===== config.mk =====
export PLATFORM = sky130hd
export DESIGN_NAME = task_create_ack_buffer
export DESIGN_NICKNAME = d
export VERILOG_FILES = /design/src/rtl/task_create_ack_buffer.sv
export SDC_FILE = /design/constraint.sdc
export NUM_CORES = 1
export LEC_CHECK = 0
export CAP_MARGIN = 0
export CORE_MARGIN = 1.5
export CORE_UTILIZATION = 40
export DETAILED_ROUTE_END_ITERATION = 8
export HOLD_SLACK_MARGIN = 0.06
export SLEW_MARGIN = 20
export SYNTH_ARGS = -nofsm -noshare
export SYNTH_HDL_FRONTEND = slang
export SYNTH_SLANG_ARGS = --single-unit
export TNS_END_PERCENT = 30

===== constraint.sdc =====
create_clock -name clk -period 20.4 [get_ports clk]
set_input_delay 5.1 -clock clk [delete_from_list [all_inputs] [get_ports clk]]
set_output_delay 5.1 -clock clk [all_outputs]
set_load 0.02 [all_outputs]

===== src/rtl/task_create_ack_buffer.sv =====
`default_nettype none
// ============================================================================
// Module   : task_create_ack_buffer
// Purpose  : Elastic in-order FIFO for 64-bit task-create acks and their
//            tdest. Sits after the two-to-one ack switch, decouples the
//            producers from consumer back-pressure and reports occupancy.
//            Storage is a RAM of DEPTH-1 entries feeding one output
//            register, DEPTH entries in total.
// Ports    : clk, rst (async, active-high)
//            S_AXIS_tvalid/tready/tdata/tdest - ack input from the switch
//            M_AXIS_tvalid/tready/tdata/tdest - registered ack output
//            occupancy                        - acks held, incl. output reg
//            ack_count, max_occupancy         - only with the macro below
// Options  : `define TASK_CREATE_ACK_BUFFER_STATS_EN adds the pop counter
//            and the occupancy high-water mark.
// Revision : 1.0 - initial release
// ============================================================================
module task_create_ack_buffer #(
    parameter int  DEST_WIDTH = 8,
    parameter int  DEPTH      = 16,
    localparam int DATA_WIDTH = 64,
    localparam int CNT_WIDTH  = $clog2(DEPTH) + 1
) (
    input  logic                  clk,
    input  logic                  rst,
    input  logic                  S_AXIS_tvalid,
    output logic                  S_AXIS_tready,
    input  logic [DATA_WIDTH-1:0] S_AXIS_tdata,
    input  logic [DEST_WIDTH-1:0] S_AXIS_tdest,
    output logic                  M_AXIS_tvalid,
    input  logic                  M_AXIS_tready,
    output logic [DATA_WIDTH-1:0] M_AXIS_tdata,
    output logic [DEST_WIDTH-1:0] M_AXIS_tdest,
`ifdef TASK_CREATE_ACK_BUFFER_STATS_EN
    output logic [31:0]           ack_count,
    output logic [CNT_WIDTH-1:0]  max_occupancy,
`endif
    output logic [CNT_WIDTH-1:0]  occupancy
);

    localparam int                   RAM_DEPTH   = DEPTH - 1;
    localparam int                   PTR_WIDTH   = (RAM_DEPTH > 1) ? $clog2(RAM_DEPTH) : 1;
    localparam int                   ENTRY_WIDTH = DATA_WIDTH + DEST_WIDTH;
    localparam logic [PTR_WIDTH-1:0] PTR_LAST    = PTR_WIDTH'(RAM_DEPTH - 1);
    localparam logic [CNT_WIDTH-1:0] CNT_FULL    = CNT_WIDTH'(DEPTH);

    logic [ENTRY_WIDTH-1:0] mem_q [RAM_DEPTH];

    logic [PTR_WIDTH-1:0]   wr_ptr_q, wr_ptr_d;
    logic [PTR_WIDTH-1:0]   rd_ptr_q, rd_ptr_d;
    logic [CNT_WIDTH-1:0]   count_q, count_d;
    logic                   ready_q, ready_d;
    logic                   out_valid_q, out_valid_d;
    logic [ENTRY_WIDTH-1:0] out_entry_q, out_entry_d;

    logic push, pop, ram_empty, out_load, ram_rd, ram_wr;

    always_comb begin
        push      = S_AXIS_tvalid & ready_q;
        pop       = out_valid_q & M_AXIS_tready;
        // The output register is always filled before the RAM, so the RAM
        // holds exactly the acks not sitting in the output register.
        ram_empty = (count_q == CNT_WIDTH'(out_valid_q));
        out_load  = (~out_valid_q | pop) & (~ram_empty | push);
        // RAM contents are older than the incoming ack, so they go first;
        // the incoming ack bypasses the RAM only when the RAM is empty.
        ram_rd    = out_load & ~ram_empty;
        ram_wr    = push & ~(out_load & ram_empty);

        wr_ptr_d = wr_ptr_q;
        if (ram_wr) begin
            wr_ptr_d = (wr_ptr_q == PTR_LAST) ? '0 : wr_ptr_q + 1'b1;
        end
        rd_ptr_d = rd_ptr_q;
        if (ram_rd) begin
            rd_ptr_d = (rd_ptr_q == PTR_LAST) ? '0 : rd_ptr_q + 1'b1;
        end

        count_d = count_q;
        if (push & ~pop) begin
            count_d = count_q + 1'b1;
        end else if (pop & ~push) begin
            count_d = count_q - 1'b1;
        end
        // Registered from the updated count: no path from M_AXIS_tready.
        ready_d = (count_d < CNT_FULL);

        out_valid_d = out_valid_q;
        out_entry_d = out_entry_q;
        if (out_load) begin
            out_valid_d = 1'b1;
            out_entry_d = ram_rd ? mem_q[rd_ptr_q] : {S_AXIS_tdata, S_AXIS_tdest};
        end else if (pop) begin
            out_valid_d = 1'b0;
        end
    end

    always_ff @(posedge clk or posedge rst) begin
        if (rst) begin
            wr_ptr_q    <= '0;
            rd_ptr_q    <= '0;
            count_q     <= '0;
            ready_q     <= 1'b0;
            out_valid_q <= 1'b0;
            out_entry_q <= '0;
        end else begin
            wr_ptr_q    <= wr_ptr_d;
            rd_ptr_q    <= rd_ptr_d;
            count_q     <= count_d;
            ready_q     <= ready_d;
            out_valid_q <= out_valid_d;
            out_entry_q <= out_entry_d;
        end
    end

    // Storage array carries no reset; validity is tracked by the pointers.
    always_ff @(posedge clk) begin
        if (ram_wr) begin
            mem_q[wr_ptr_q] <= {S_AXIS_tdata, S_AXIS_tdest};
        end
    end

    assign S_AXIS_tready = ready_q;
    assign M_AXIS_tvalid = out_valid_q;
    assign M_AXIS_tdata  = out_entry_q[ENTRY_WIDTH-1:DEST_WIDTH];
    assign M_AXIS_tdest  = out_entry_q[DEST_WIDTH-1:0];
    assign occupancy     = count_q;

`ifdef TASK_CREATE_ACK_BUFFER_STATS_EN
    logic [31:0]          ack_count_q;
    logic [CNT_WIDTH-1:0] max_occ_q;

    always_ff @(posedge clk or posedge rst) begin
        if (rst) begin
            ack_count_q <= '0;
            max_occ_q   <= '0;
        end else begin
            if (pop) begin
                ack_count_q <= ack_count_q + 32'd1;
            end
            if (count_d > max_occ_q) begin
                max_occ_q <= count_d;
            end
        end
    end

    assign ack_count     = ack_count_q;
    assign max_occupancy = max_occ_q;
`endif

endmodule
`default_nettype wire

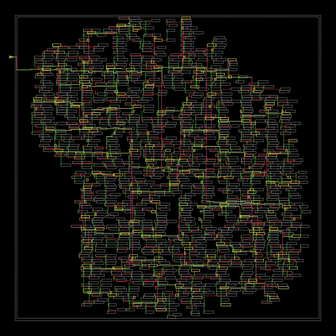
*Clock nets*
clk pwr: 2.16 mW
cts bufs inserted: 114
flop count: 1167

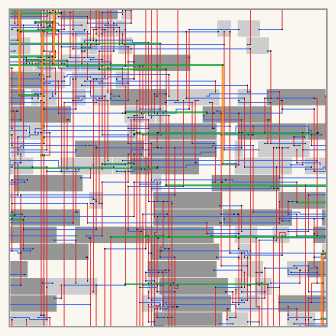
*Close-up of the layout*
Window x 229 to 279, y 229 to 279 um. Cells in gray, sequential cells in the stronger gray; small squares are vias.
Key: red = M2; orange = M4; blue = M1; green = M3
Most frequent: edfxtp_1 (26), a211oi_1 (11), a21oi_1 (8). Sequential cells in the window: 30. 90 logic cells have their middle in the window. Netlist names of flops here include mem_q (26), out_entry_q (4).

==> flow_metrics.py <==
# Auto-generated metrics
metrics = {
    "final_timing": {
        "setup_slack_ns": 11.88,
        "rsz0062_at_grt": "false",
        "setup-tns-final_ns": 0,
        "hold_viol": 0,
        "period_used_pct": 41.8,
    },
    "synth": {
        "top_area_cell": "edfxtp_1",
        "synthDistinctLibCells": 52,
        "synth_top_area_share_pct": 71.8,
        "synth_flops": 1167,
        "synth_area_sq_mm": 0.0452,
        "synth-area-yosys_sq_mm": 0.0452,
        "common_cells": "edfxtp_1, mux2i_1, mux4_2",
        "yosys_cells": 2331,
        "most_common_cell": "edfxtp_1",
        "ys_seq_share_pct": 76.6,
    },
    "critical_path": {
        "r2r_cells": 5,
        "rr_startpoint": "occupancy[0]$_DFFE_PP0P_",
        "path_delay_family": "buffers and inverters",
        "crit_required_ns": 20.72,
        "critical_path.max_stage_delay_ns": 0.81,
        "crit_chain": "clkdlybuf4s50_1 > nand2_1 > inv_1 > o31ai_1 > or3_1 > nor2_4 > buf_4",
    },
    "detailed_routing": {
        "drt-pass1-iter-count": 7,
    },
    "layout": {
        "drive_gt1_share_pct": 19.7,
        "instances_no_fill": 4102,
    },
    "clocking": {
        "path_clk_slew_ns": 0.06,
        "postCtsSetupBuffers": 0,
        "hold_buffers": 0,
        "cts.root.buffer_cell": "clkbuf_16",
    },
    "run": {
        "tool_warnings": 29,
    },
    "run_status": {
        "status": "complete, no violations",
    },
    "floorplanning": {
        "die_h_um": 339,
        "boundaryPins": 155,
        "fp.dieW_um": 339,
    },
    "global_routing": {
        "grt_max_degree": 70,
    },
}
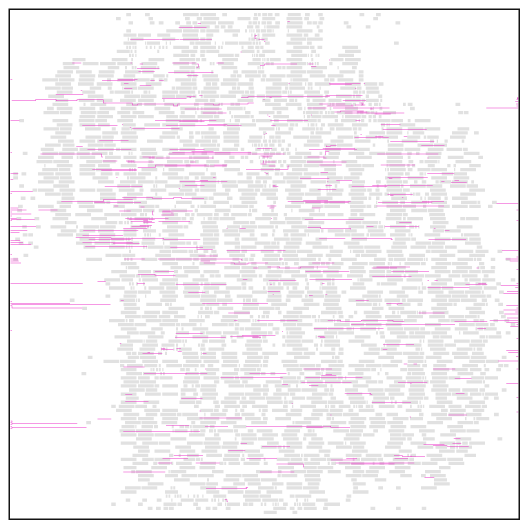
*Met3 routing*
Scale: 1.5 px per um. Cells faint in the background.
The layer carries 5850 um of wire. The longest straight run is 77.3 um. 214 nets have wire on it.

==> sequential cells by signal (all words and copies together), names as in the netlist <==
| signal | flops |
|---|---|
| mem_q | 1080 |
| out_entry_q | 72 |
| occupancy | 5 |
| rd_ptr_q | 4 |
| wr_ptr_q | 4 |
| M_AXIS_tvalid | 1 |
| S_AXIS_tready | 1 |
==> power by group through the flow <==
stage / logic [mW] / clock network (mW) / registers [mW]
global placement: 1.90 / 0 / 3.06
detailed placement: 1.92 / 0 / 3.06
CTS: 1.93 / 2.20 / 3.02
finish: 1.90 / 2.16 / 3.01
floorplan: 1.26 / 0 / 3.05
global route: 2.04 / 2.30 / 3.03
==> layout make-up <==
class,instances,area [sq um]
sequential,1167,34600
clock buffer,146,3140
clock inverter,72,766
tap,1500,1880
fill,9261,59900
inverter,7,28.8
multi-input combinational,1010,9990
timing repair buffer,200,1890
==> worst max-delay path by stage <==
stage	slack, ns	from	to
finish	11.88	S_AXIS_tvalid	mem_q[8][10]$_DFFE_PP_
global route	11.72	S_AXIS_tvalid	mem_q[5][17]$_DFFE_PP_
CTS	11.92	S_AXIS_tvalid	mem_q[7][23]$_DFFE_PP_
detailed placement	11.16	S_AXIS_tvalid	mem_q[7][27]$_DFFE_PP_
global placement	11.14	S_AXIS_tvalid	mem_q[5][47]$_DFFE_PP_
floorplan	8.79	M_AXIS_tready	mem_q[2][0]$_DFFE_PP_
==> cells in the final DEF (no fill, tap or decap), types with 18 or more instances in the layout <==
cell type and instances:
a211oi_1 29, a21oi_1 23, a221oi_1 39, a22o_1 42
buf_4 46, clkbuf_1 18, clkbuf_16 116, clkdlybuf4s50_1 154
clkinv_1 23, clkinv_2 22, dfrtp_1 83, edfxtp_1 1080
mux2_2 94, mux2i_1 160, mux4_2 160, nand2_1 98
nor2b_1 18, nor3_1 40, o21ai_0 153, o21ai_1 18
==> worst min-delay path, stage by stage, from the launching register on <==
cell	delay (ns)
dfrtp_1	0.34
nand2_1	0.04
o21ai_0	0.06
==> cell families (layout without fill, tap and decap cells) <==
family | after synthesis | after routing | synth area share, %
and+or+nand+nor | 211 | 211 | 2.19
xor gates and xnor gates | 3 | 3 | 0.0582
buffers and inverters | 154 | 425 | 1.61
AOI/OAI and AO/OA | 378 | 378 | 5.53
muxes | 414 | 414 | 13.9
DFF | 1167 | 1167 | 76.6
adders and majority gates | 4 | 4 | 0.111
==> per-layer routing <==
layer	routed length [um]	global-route usage [%]
met1	44700	24.7
met2	52800	30.9
met3	5850	2.98
met4	1840	4.51
met5	33	0
Power and IR drop assume default switching activity.
